==> images/io_fan.png <==
Drawn at 6 px/µm.
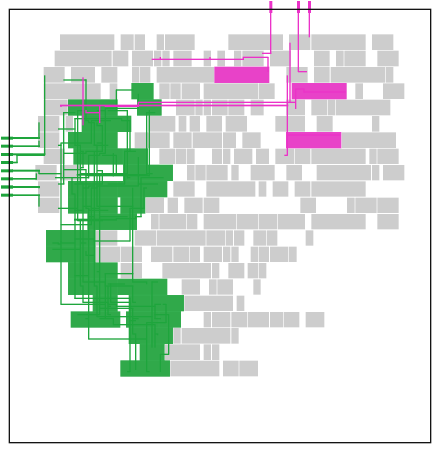
==> images/placement_by_type.png <==
Drawn at 4 px/µm.
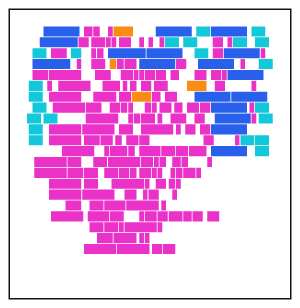
===== src/rtl/abus_rr.sv =====
// ---------------------------------------------------------------------------
// abus_rr -- round-robin bus arbiter with one-cycle turnaround between tenures
//
// A granted master keeps the bus for as long as it holds its request bit; no
// other master can pre-empt it. When the owner drops its request the grant is
// cleared, the owner becomes the new round-robin pointer, and the bus spends
// exactly one cycle idle (RELEASE) before the next winner is picked. The
// search for a winner starts at the master just above the pointer and wraps.
//
// Optional feature (compile-time macro ABUS_RR_TIMEOUT_EN):
//   a hold counter limits each tenure to MAX_HOLD cycles. On expiry the grant
//   is revoked and timeout_err pulses for one cycle. Without the macro tenures
//   are unlimited and timeout_err is constant 0.
//
// Parameters:
//   N           number of masters (>= 2)
//   MAX_HOLD    maximum grant cycles per tenure (timeout build only)
//
// Ports:
//   clk          in   1              clock, rising edge
//   rst_n        in   1              asynchronous active-low reset
//   req          in   N              per-master request / keep-bus
//   grant        out  N              registered grant, one-hot or zero
//   grant_idx    out  $clog2(N)      index of granted master, 0 when idle
//   busy         out  1              high while any grant bit is high
//   timeout_err  out  1              one-cycle pulse on forced revocation
// ---------------------------------------------------------------------------
module abus_rr #(
  parameter int N        = 8,
  parameter int MAX_HOLD = 16
) (
  input  logic                 clk,
  input  logic                 rst_n,
  input  logic [N-1:0]         req,
  output logic [N-1:0]         grant,
  output logic [$clog2(N)-1:0] grant_idx,
  output logic                 busy,
  output logic                 timeout_err
);

  localparam int IW = $clog2(N);

  localparam logic [1:0] S_IDLE    = 2'd0;
  localparam logic [1:0] S_BUSY    = 2'd1;
  localparam logic [1:0] S_RELEASE = 2'd2;

  logic [1:0]    r_state;
  logic [IW-1:0] r_ptr;
  logic [N-1:0]  r_grant;
  logic [IW-1:0] r_grantIdx;
  logic          r_busy;

  logic          w_found;
  logic [IW-1:0] w_winner;
  logic [IW-1:0] w_scanIdx;
  logic [N-1:0]  w_winnerOh;
  logic          w_keep;
  logic          w_expire;

  // Round-robin search: walk from the farthest candidate back towards ptr+1
  // so the last hit written is the nearest one above the pointer.
  always_comb begin
    w_found   = 1'b0;
    w_winner  = '0;
    w_scanIdx = '0;
    for (int k = N; k >= 1; k--) begin
      w_scanIdx = IW'((int'(r_ptr) + k) % N);
      if (req[w_scanIdx]) begin
        w_found  = 1'b1;
        w_winner = w_scanIdx;
      end
    end
  end

  assign w_winnerOh = N'(1) << w_winner;
  assign w_keep     = req[r_grantIdx];

`ifdef ABUS_RR_TIMEOUT_EN
  localparam int HW = (MAX_HOLD > 1) ? $clog2(MAX_HOLD) : 1;

  logic [HW-1:0] r_hold;
  logic          r_timeoutErr;

  // Expiry only counts while the owner still wants the bus, so a voluntary
  // release on the last allowed cycle wins and raises no error.
  assign w_expire = (r_state == S_BUSY) && w_keep && (r_hold == HW'(MAX_HOLD - 1));

  // Tenure length counter: runs during BUSY, sits at zero otherwise so every
  // new tenure starts counting from zero.
  always_ff @(posedge clk or negedge rst_n) begin
    if (!rst_n) begin
      r_hold       <= '0;
      r_timeoutErr <= 1'b0;
    end else begin
      r_timeoutErr <= w_expire;
      if ((r_state == S_BUSY) && w_keep && !w_expire) begin
        r_hold <= r_hold + 1'b1;
      end else begin
        r_hold <= '0;
      end
    end
  end

  assign timeout_err = r_timeoutErr;
`else
  assign w_expire = 1'b0;
  // MAX_HOLD has no effect in this build; folding it into the constant keeps
  // the parameter referenced without changing the tied-off value.
  assign timeout_err = 1'b0 & (MAX_HOLD != 0);
`endif

  // Main arbiter FSM. Grant, index and busy are all registered together so
  // they stay mutually consistent every cycle.
  always_ff @(posedge clk or negedge rst_n) begin
    if (!rst_n) begin
      r_state    <= S_IDLE;
      r_ptr      <= IW'(N - 1);
      r_grant    <= '0;
      r_grantIdx <= '0;
      r_busy     <= 1'b0;
    end else begin
      case (r_state)
        S_IDLE, S_RELEASE: begin
          if (w_found) begin
            r_state    <= S_BUSY;
            r_grant    <= w_winnerOh;
            r_grantIdx <= w_winner;
            r_busy     <= 1'b1;
          end else begin
            r_state    <= S_IDLE;
            r_grant    <= '0;
            r_grantIdx <= '0;
            r_busy     <= 1'b0;
          end
        end
        S_BUSY: begin
          if (!w_keep || w_expire) begin
            r_state    <= S_RELEASE;
            r_ptr      <= r_grantIdx;
            r_grant    <= '0;
            r_grantIdx <= '0;
            r_busy     <= 1'b0;
          end
        end
        default: begin
          r_state    <= S_IDLE;
          r_grant    <= '0;
          r_grantIdx <= '0;
          r_busy     <= 1'b0;
        end
      endcase
    end
  end

  assign grant     = r_grant;
  assign grant_idx = r_grantIdx;
  assign busy      = r_busy;

endmodule


===== config.mk =====
export PLATFORM = sky130hd
export DESIGN_NAME = abus_rr
export DESIGN_NICKNAME = d
export VERILOG_FILES = /design/src/rtl/abus_rr.sv
export SDC_FILE = /design/constraint.sdc
export NUM_CORES = 1
export LEC_CHECK = 0
export ABC_CLOCK_PERIOD_IN_PS = 4700
export CORE_AREA = 4 4 66 68
export DETAILED_ROUTE_END_ITERATION = 7
export DIE_AREA = 0 0 70 72
export PLACE_DENSITY = 0.79
export REMOVE_ABC_BUFFERS = 1
export SYNTH_ARGS = -nofsm -noshare
export SYNTH_HDL_FRONTEND = slang
export SYNTH_SLANG_ARGS = --single-unit

===== constraint.sdc =====
create_clock -name clk -period 4.7 [get_ports clk]
set_input_delay 0.47 -clock clk [delete_from_list [all_inputs] [get_ports clk]]
set_output_delay 0.47 -clock clk [all_outputs]
set_load 0.02 [all_outputs]

==> summary.txt <==
run metrics: HP Start grant[6], dominant logic cell types in the final layout nand2_1 (22), mux4_2 (21), clkdlybuf4s50_1 (21), Synth top cell by count nand2_1, area grow syn2layout 10.8%, Max VDD drop around 0.42 mV, Clk. pwr 106 µW, buffer and inverter count on the worst path 1, final core occ roughly 57%, Worst setup EP type flip-flop, fraction of area in registers roughly a fifth, cts hold-fix bufs 0, critical setup path kind flip-flop to flip-flop, final instance area 2220 µm², grt ovf 0, Cell Type Count slightly below 60, Mux cell area share 36.3%, routed wire length between 4000 and 5000 µm, ys flops 17, logic area 1430 µm², Final Critical Period approximately 3.5 ns, max cap viols 0, Most used DFF post-synth dfrtp_1, nets 213, flip-flops with a built-in enable 0, Critical-path top delay cell dfstp_2, Late-Pin Clk Latency between 0.2 and 0.3 ns, RSZ-0062 raised after global routing no, Comb pwr share roughly 77%, status completed, clk sinks 17, row cnt 23, Reg power frac 17.1%, vias 1693, logic share of the area 64.5%, clock share of power 6.0%, CTS root buf clkbuf_8, worst r2r src r_ptr[1]
Notes on io_fan.png above:
color	port	bits	direction	end cells	wire
magenta	grant_idx	3	output	3	175 µm
green	req	8	input	28	789 µm

Notes on placement_by_type.png above:
color	class	cells
blue	sequential cells	17
magenta	combinational and other logic	157
orange	clock drivers and dummy loads	4
cyan	remaining buffers and delay cells	22

Power is estimated from default activity; no workload was simulated.
